## src/rtl/booth_mult_arbiter.sv

```systemverilog
// Round-robin front end sharing one external Booth multiplier among four requesters.
// Operands with a zero factor skip the multiplier and complete in a single cycle.
module booth_mult_arbiter #(
    parameter int N   = 32,
    parameter int LAT = 32
) (
    input  logic             clk,
    input  logic             rst,
    input  logic [3:0]       req_valid,
    output logic [3:0]       req_ready,
    input  logic [4*N-1:0]   req_m,
    input  logic [4*N-1:0]   req_q,
    output logic             resp_valid,
    input  logic             resp_ready,
    output logic [1:0]       resp_id,
    output logic [2*N-1:0]   resp_p,
    output logic [N-1:0]     mul_m,
    output logic [N-1:0]     mul_q,
    output logic             mul_start,
    input  logic [2*N-1:0]   mul_p,
    output logic             busy
);

    localparam int CNT_W = (LAT < 1) ? 1 : $clog2(LAT + 1);

    typedef enum logic [1:0] {IDLE, START, RUN, DONE} state_t;

    state_t              state;
    logic [1:0]          ptr;
    logic [CNT_W-1:0]    cnt;

    logic                gnt_vld;
    logic [1:0]          gnt_idx;
    logic [1:0]          cand;
    logic signed [N-1:0] m_arr [4];
    logic signed [N-1:0] q_arr [4];
    logic signed [N-1:0] sel_m;
    logic signed [N-1:0] sel_q;

    function automatic logic has_zero_operand(input logic signed [N-1:0] a,
                                              input logic signed [N-1:0] b);
        return (a == '0) || (b == '0);
    endfunction

    always_comb begin
        for (int i = 0; i < 4; i++) begin
            m_arr[i] = req_m[i*N +: N];
            q_arr[i] = req_q[i*N +: N];
        end
    end

    // Scan downward so the requester closest to ptr overwrites the others.
    always_comb begin
        gnt_vld = 1'b0;
        gnt_idx = ptr;
        cand    = ptr;
        for (int k = 3; k >= 0; k--) begin
            cand = ptr + 2'(k);
            if (req_valid[cand]) begin
                gnt_vld = 1'b1;
                gnt_idx = cand;
            end
        end
    end

    assign sel_m = m_arr[gnt_idx];
    assign sel_q = q_arr[gnt_idx];

    // Reset is folded in so no grant leaks out while the FSM is held in reset.
    assign req_ready = (state == IDLE && gnt_vld && !rst) ? (4'b0001 << gnt_idx) : 4'b0000;

    always_ff @(posedge clk or posedge rst) begin
        if (rst) begin
            state      <= IDLE;
            ptr        <= 2'd0;
            cnt        <= '0;
            resp_valid <= 1'b0;
            resp_id    <= 2'd0;
            resp_p     <= '0;
            mul_m      <= '0;
            mul_q      <= '0;
            mul_start  <= 1'b0;
            busy       <= 1'b0;
        end else begin
            mul_start <= 1'b0;
            case (state)
                IDLE: begin
                    if (gnt_vld) begin
                        mul_m   <= sel_m;
                        mul_q   <= sel_q;
                        resp_id <= gnt_idx;
                        ptr     <= gnt_idx + 2'd1;
                        busy    <= 1'b1;
                        if (has_zero_operand(sel_m, sel_q)) begin
                            resp_p     <= '0;
                            resp_valid <= 1'b1;
                            state      <= DONE;
                        end else begin
                            mul_start <= 1'b1;
                            state     <= START;
                        end
                    end
                end
                START: begin
                    cnt   <= CNT_W'(LAT);
                    state <= RUN;
                end
                RUN: begin
                    cnt <= cnt - CNT_W'(1);
                    if (cnt == CNT_W'(1)) begin
                        resp_p     <= mul_p;
                        resp_valid <= 1'b1;
                        state      <= DONE;
                    end
                end
                DONE: begin
                    if (resp_ready) begin
                        resp_valid <= 1'b0;
                        busy       <= 1'b0;
                        state      <= IDLE;
                    end
                end
                default: state <= IDLE;
            endcase
        end
    end

endmodule

```

## config.mk

```make
export PLATFORM = sky130hd
export DESIGN_NAME = booth_mult_arbiter
export DESIGN_NICKNAME = d
export VERILOG_FILES = /design/src/rtl/booth_mult_arbiter.sv
export SDC_FILE = /design/constraint.sdc
export NUM_CORES = 1
export LEC_CHECK = 0
export ABC_AREA = 1
export CORE_AREA = 8 8 174 176
export DETAILED_ROUTE_END_ITERATION = 6
export DIE_AREA = 0 0 182 184
export PLACE_DENSITY = 0.75
export SYNTH_ARGS = -nofsm -noshare
export SYNTH_HDL_FRONTEND = slang
export SYNTH_SLANG_ARGS = --single-unit
```

## constraint.sdc

```tcl
create_clock -name clk -period 10.7 [get_ports clk]
set_clock_uncertainty 0.1 [all_clocks]
set_input_delay 2.675 -clock clk [delete_from_list [all_inputs] [get_ports clk]]
set_output_delay 2.675 -clock clk [all_outputs]
set_load 0.05 [all_outputs]
```

Run 1, M2 wires:
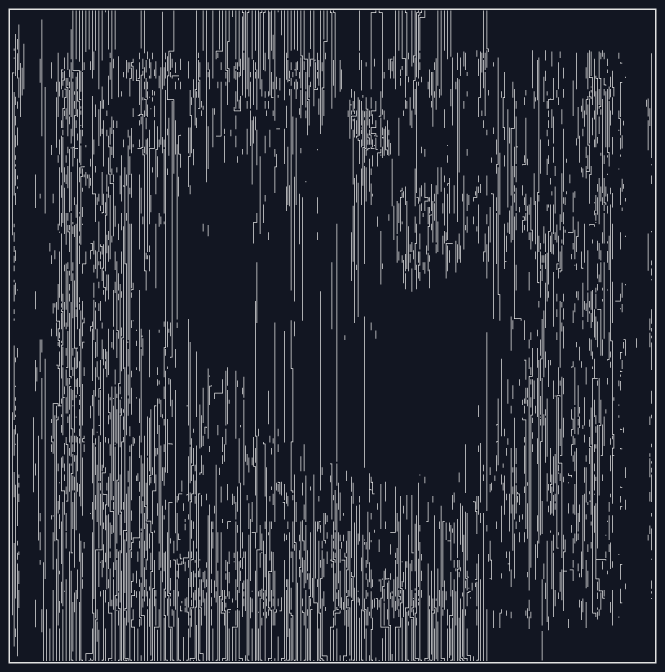
1631 nets have wire on it. The layer holds 48% of the routed length.

Run 1, wiring by layer:
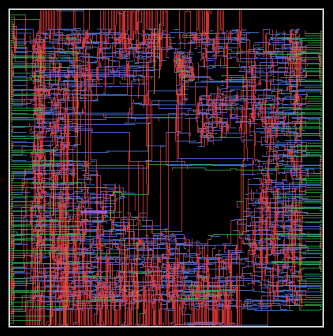
Green marks met3, wire length 3520 um. Orange marks met4, wire length 712 um. Red marks met2, wire length 18400 um. Blue marks met1, wire length 15300 um. Purple marks met5, wire length 13.8 um.

Run 1, cell density map:
The die is cut into 18 by 18 equal tiles; white is low, dark blue is high, 0 to 100% covered.
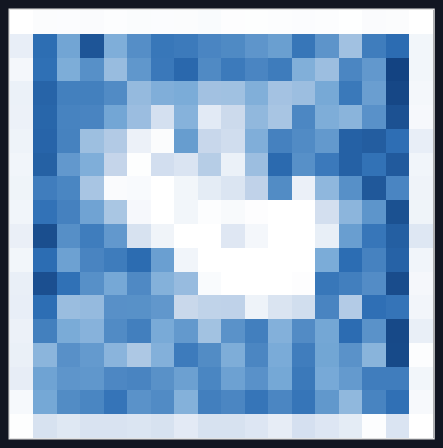
11% of the tiles are nearly empty. 9.3% of the tiles are over 75% full. The mean over all tiles is 41%. The fullest tile reaches 92%. The emptiest ninth of the die: center.

Run 1, routing congestion map:
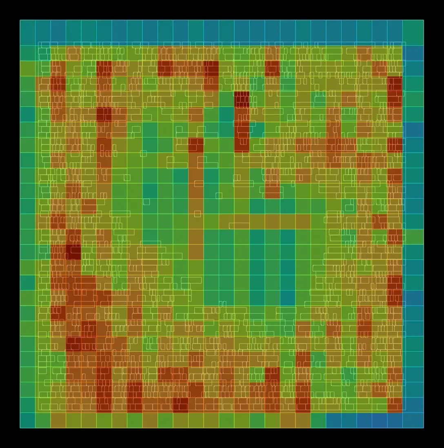
layer with the highest usage: met2
total global routing track utilization: 0.220
GR met3 Demand/Resource: 0.0735
final cell utilization of the core: 0.513

==> writeup.txt, run 1 <==
From synthesis to final layout, the design area changed by 59.9%. Across the VDD grid, the largest voltage drop is 0.0966 mV. The number of hold buffers added after CTS was 0. The most instantiated logic cell after routing is sky130_fd_sc_hd__nand2_1. Power share of the combinational group: 0.190. The run gives 27500 um^2 as the floorplan core area.

The tools report the worst max-slew margin expressed relative to the limit as 0.175. The number of multi-input logic gates is 1005, and the synthesized-area fraction occupied by adder cells is 0.0142. The flow ran to the end, and the final reports show no timing, DRC or antenna violations. Per the detail_route report, the via count comes to 10400. The delay of the slowest cell on the worst path is 0.84 ns. The register share of the cell area was 0.254; the ratio of routed vias to standard cells was 4.96. Worst-case setup slack after placement: 1.87 ns. The row count was 61; the total nets after synthesis was 1674. The tool warning count for the run is 37. The chip height is 184 um, and the area used by multi-input combinational logic is 4440 um^2. For the sequential power, the log shows 540 uW. The report lists the cells along the critical path as clkdlybuf4s50_1 -> inv_1 -> o21ai_1 -> nand2_1 -> nand2_1 -> nand2_1 -> nand2_1 -> nand2_1 -> nand2_4 -> nand2_4 -> inv_2 -> ha_1 -> inv_1 -> nor2_1 -> clkdlybuf4s50_1.

With the met2 demand-to-capacity share in global routing at 0.373, the number of iterations in the first detailed-routing pass is 7. The number of cells produced by synthesis was 1337. Launching element type of the critical path: a primary input. The clock transition time at the flip-flop clock pins of the worst setup and hold paths works out to 0.06 ns. For the relative contribution of the clock network to total power, the log shows 0.424. Total power for the finished layout comes to 1.40 mW. For the worst setup path, the data required time is 7.93 ns. The run gives 0.0407 for the clock-cell share of area. The final weighted congestion recorded by global placement is 0.922. During placement, the flow inserted port buffers numbering 463.

As reported, the later end of the worst-skew pair has a clock insertion delay of 0.42 ns. The via count of the first global-routing pass is 10300. Clock root buffer: sky130_fd_sc_hd__clkbuf_16. For the pin with the worst max-slew slack, the measured transition is 1.23 ns. The run gives 33500 um^2 for the area of the chip. With the count of inverters other than clock inverters in the layout at 92, the tally of non-filler cells in the final layout is 2091. The number of synthesized flops with an enable pin was 0. Uppermost signal routing layer after detailed routing: met5. The number of cells reported by Yosys stat comes to 1337.

In this run the horizontal extent of the chip is 182 um. In the final report, the number of hold violations comes to 0. The cell that appears most often on the critical path is sky130_fd_sc_hd__nand2_1.

The final layout contains routed wiring with a total length of 38000 um. The post-layout net count is 2069, and the highest clock rate is 114 MHz. The tools report the yosys synthesis warning count as 0. The number of diodes was 1; the routed wire length on met2 was 18400 um. Per the detail_route report, DRC violations left total 0.

The end-of-flow timing check tallies setup violations at 0. The run gives 464 for the I/O pin count. The maximum fanout count along the critical path came out at 59. Number of antenna violations at the first check in global routing: 2. The run gives 346 as the number of tap cells inserted. The xor and xnor area share after synthesis was 0.000994. The shortest clock period the worst path allows after layout is 8.81 ns, and the global routing usage on met1 is 0.263.

The layout cell share with drive strength beyond 1 came out at 0.0333. Summed over all instances, the cell type with the most area after synthesis is sky130_fd_sc_hd__dfrtp_1. Dividing the detail-routed wire length by the instance count gives 18.2 um.

The run gives 0.386 as the sequential share of power. Cell class with the largest area share: buffers. The switching share of power is 0.276.

For the floorplan core density, the log shows 0.321. In the power breakdown, the biggest contributor is the clock network. Looking at the post-CTS report, the setup buffer insertion count equals 0. Per the OpenROAD power report, leakage power amounts to 6.89 nW. The placement stage leaves a total instance area of 13500 um^2. For this run, the leading register cell type out of synthesis is sky130_fd_sc_hd__dfrtp_1.
[run 1: path summary, 6_finish.rpt]
path	startpoint	end	slack (ns)	cells past startpoint
max	req_valid[1]	req_ready[0]	1.89	15
min	resp_p[51]	resp_p[51]	0.37	2
max reg2reg	ptr[0]	resp_p[47]	4.74	23
min reg2reg	resp_p[51]	resp_p[51]	0.37	2
max in group asynchronous	rst	resp_p[28]	6.47	3
min in group asynchronous	rst	resp_p[18]	2.65	2
[run 1: registers in the layout, summed over array words and instances (netlist names)]
| name | cells |
|---|---|
| resp_id | 2 |
| state | 2 |
| resp_valid | 1 |
| mul_start | 1 |
| mul_m | 32 |
| busy | 1 |
| mul_q | 32 |
| ptr | 2 |
| cnt | 6 |
| resp_p | 64 |
Run 1, selected gate families:
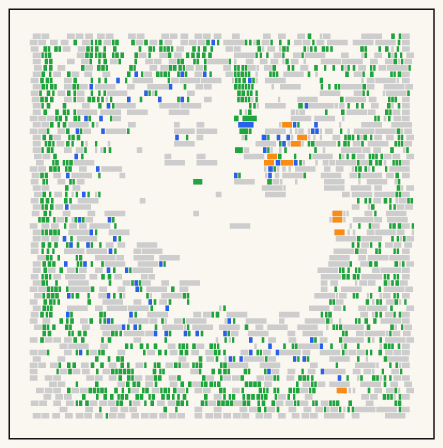

## Run 2: what changed since run 1
--- a/config.mk
+++ b/config.mk
@@ -6,10 +6,10 @@
 export NUM_CORES = 1
 export LEC_CHECK = 0
 export ABC_AREA = 1
-export CORE_AREA = 8 8 174 176
+export CORE_AREA = 8 8 175 177
 export DETAILED_ROUTE_END_ITERATION = 6
-export DIE_AREA = 0 0 182 184
-export PLACE_DENSITY = 0.75
+export DIE_AREA = 0 0 183 185
+export PLACE_DENSITY = 0.77
 export SYNTH_ARGS = -nofsm -noshare
 export SYNTH_HDL_FRONTEND = slang
 export SYNTH_SLANG_ARGS = --single-unit
==> constraint.sdc (replaced) <==
create_clock -name clk -period 7.5 [get_ports clk]
set_clock_uncertainty 0.1 [all_clocks]
set_input_delay 1.875 -clock clk [delete_from_list [all_inputs] [get_ports clk]]
set_output_delay 1.875 -clock clk [all_outputs]
set_load 0.05 [all_outputs]
Run 2, selected gate families:
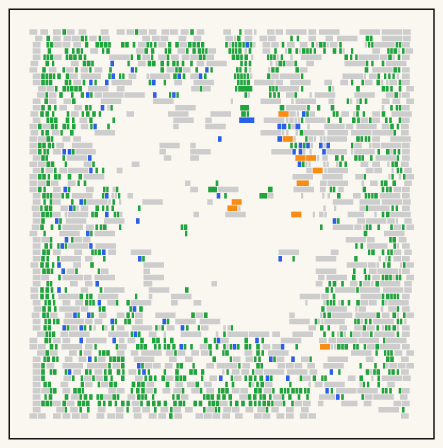
Green marks NAND gates, cells 871, most used nand2_1, where widely spread. Blue marks inverting AOI/OAI gates, cells 83, most used o21ai_0. Orange marks adder and majority cells, cells 10, most used ha_1.

Run 2, M2 wires:
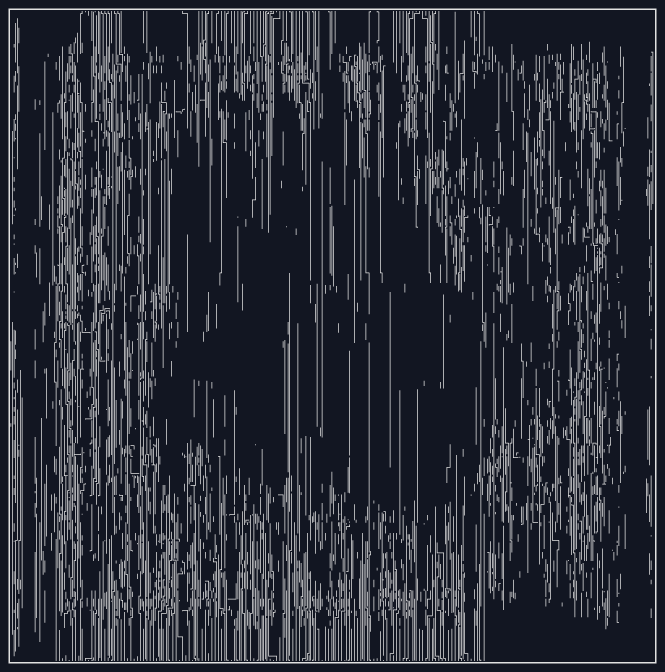
The wires run mostly vertical. 1626 nets have wire on it.

Run 2, routing congestion map:
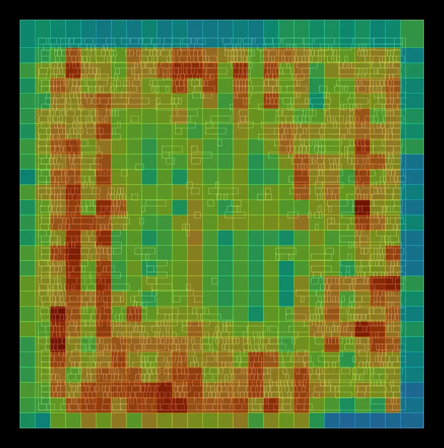
final cell utilization of the core: 0.504
routing usage on met2: 0.377
GR met3 Demand/Resource: 0.0708
Avg WL per Cell: 18.0 um
total global routing track utilization: 0.218

==> writeup.txt, run 2 <==
The flow ran to the end, and the final reports show no timing, DRC or antenna violations. The tools report the clock root buffer as sky130_fd_sc_hd__clkbuf_16. The run gives 6 (-1) as the number of iterations in the first detailed-routing pass. The run gives 0 (unchanged) as the quantity of hold-fixing buffers added after cts. Yosys cell count: 1337 (unchanged). The launching element type of the critical path was a primary input. The biggest area consumer among synthesized cells was sky130_fd_sc_hd__dfrtp_1. STA lists the endpoint of the worst register-to-register path as resp_p[40]. The tools report the worst voltage drop across the vdd grid as 0.130 mV (+34%).

The path depth of the worst reg2reg path is 25 (+8.7%), and the I/O pin count is 464 (unchanged). The layout cell share with drive strength beyond 1 was 0.0372 (+0.00393); the relative contribution of the clock network to total power was 0.414 (-0.010). The actual slew at the worst max-slew pin came out at 1.19 ns (-0.0467 ns).

The run gives 0.06 ns (about the same) for the clock transition time at the flip-flop clock pins of the worst setup and hold paths. The largest registers in the layout are resp_p: 64 flops, mul_m: 32 flops, mul_q: 32 flops. Main power-consuming group: the clock network. The start of the worst register-to-register path was ptr[0].

The final weighted congestion of routability-driven global placement came out at 0.906 (-1.8%). The logs give 13600 um^2 (+0.72%) for the post-detailed-placement cell area and 0.194 (+0.004) for the power share of the combinational group. The delay of the slowest cell on the worst path was 0.45 ns (-0.39 ns); the area used by multi-input combinational logic was 4440 um^2 (unchanged). The floorplan core density is 0.314 (-0.00691).

For the post-CTS setup-driven buffer insertion count, the log shows 0 (unchanged). The critical path launch point is req_valid[1]. Based on the critical path, the design can be clocked at up to 158 MHz.

The tools report the yosys synthesis warning count as 0 (unchanged). The highest metal layer carrying signal wires in the routed design is met5. The tools report the total power of the final layout as 1.97 mW (+41%). The maximum fanout count along the critical path works out to 42 (-29%). The layer flagged by global routing as most heavily used is met2. The run gives 15 (unchanged) for the cell count along the critical path.

In this design, the critical path's most frequently occurring cell is sky130_fd_sc_hd__nand2_1. The final number of setup-violating endpoints came out at 0 (unchanged). The switching share of power came out at 0.282 (+0.00564).

Chip height: 185 um (+0.54%). Number of synthesized flops with an enable pin: 0 (unchanged). The horizontal die dimension works out to 183 um (+0.55%).

With the aggregate routed wire length at 38400 um (+1.0%), the detailed-route DRC error count is 0 (unchanged). The number of cells produced by synthesis was 1337 (unchanged). The run gives 35 (-5.4%) for the number of logged tool warnings. The flip-flop cell with the highest count after synthesis was sky130_fd_sc_hd__dfrtp_1. The tools report the endpoint of the worst hold path as resp_p[44]. The ratio of routed vias to standard cells was 4.89 (-1.3%); the area of the chip was 33900 um^2 (+1.1%). The run gives 1674 (unchanged) for the total nets after synthesis.

With the static leakage at 6.91 nW (+0.19%), the worst-skew pair later-pin latency is 0.42 ns (about the same). The relative area change from synthesis to final layout is 60.7%. The setup slack of the worst register-to-register path was 2.63 ns (-2.11 ns); the worst-case setup slack after placement was 1.00 ns (-0.865 ns). The via count of the routed design came out at 10400 (+0.66%). The run gives 62 (+1.6%) as the row count.

The routed wire length on met2 was 18900 um (+2.3%). The post-layout net count came out at 2072 (+0.14%). The most critical setup path has its endpoint at req_ready[0].

The register with the most flip-flops was resp_p. Among logic cells in the layout, the one with the most instances is sky130_fd_sc_hd__nand2_1. The report lists the cells along the critical path as clkdlybuf4s50_1 -> inv_1 -> o21ai_1 -> nand2_1 -> nand2_1 -> nand2_1 -> nand2_1 -> nand2_1 -> nand2_4 -> nand2_4 -> inv_2 -> ha_1 -> inv_1 -> nor2_1 -> buf_12.
[run 2: cell counts after synthesis]
Identical to the previous run, type by type.
[run 2: cell families (layout without fill, tap and decap cells)]
family | after synthesis | after routing | share of synthesized area
AND/OR/NAND/NOR | 911 | 911 | 0.437
XOR/XNOR | 1 | 1 | 0.000994
buffers and inverters | 189 | 600 | 0.0933
flip-flops | 143 | 143 | 0.406
AND-OR/OR-AND | 83 | 83 | 0.0479
adder cells (fa/ha/maj) | 10 | 10 | 0.0142
[run 2: final cells by class]
cell class | instances | area share
Clock buffer | 18 | 0.0303
Clock inverter | 14 | 0.00839
Inverter | 92 | 0.0248
Multi-Input combinational cell | 1005 | 0.314
Sequential cell | 143 | 0.253
Tap cell | 384 | 0.0339
Timing Repair Buffer | 476 | 0.336
Power figures rest on the tool's default switching activity, not on a simulated workload.
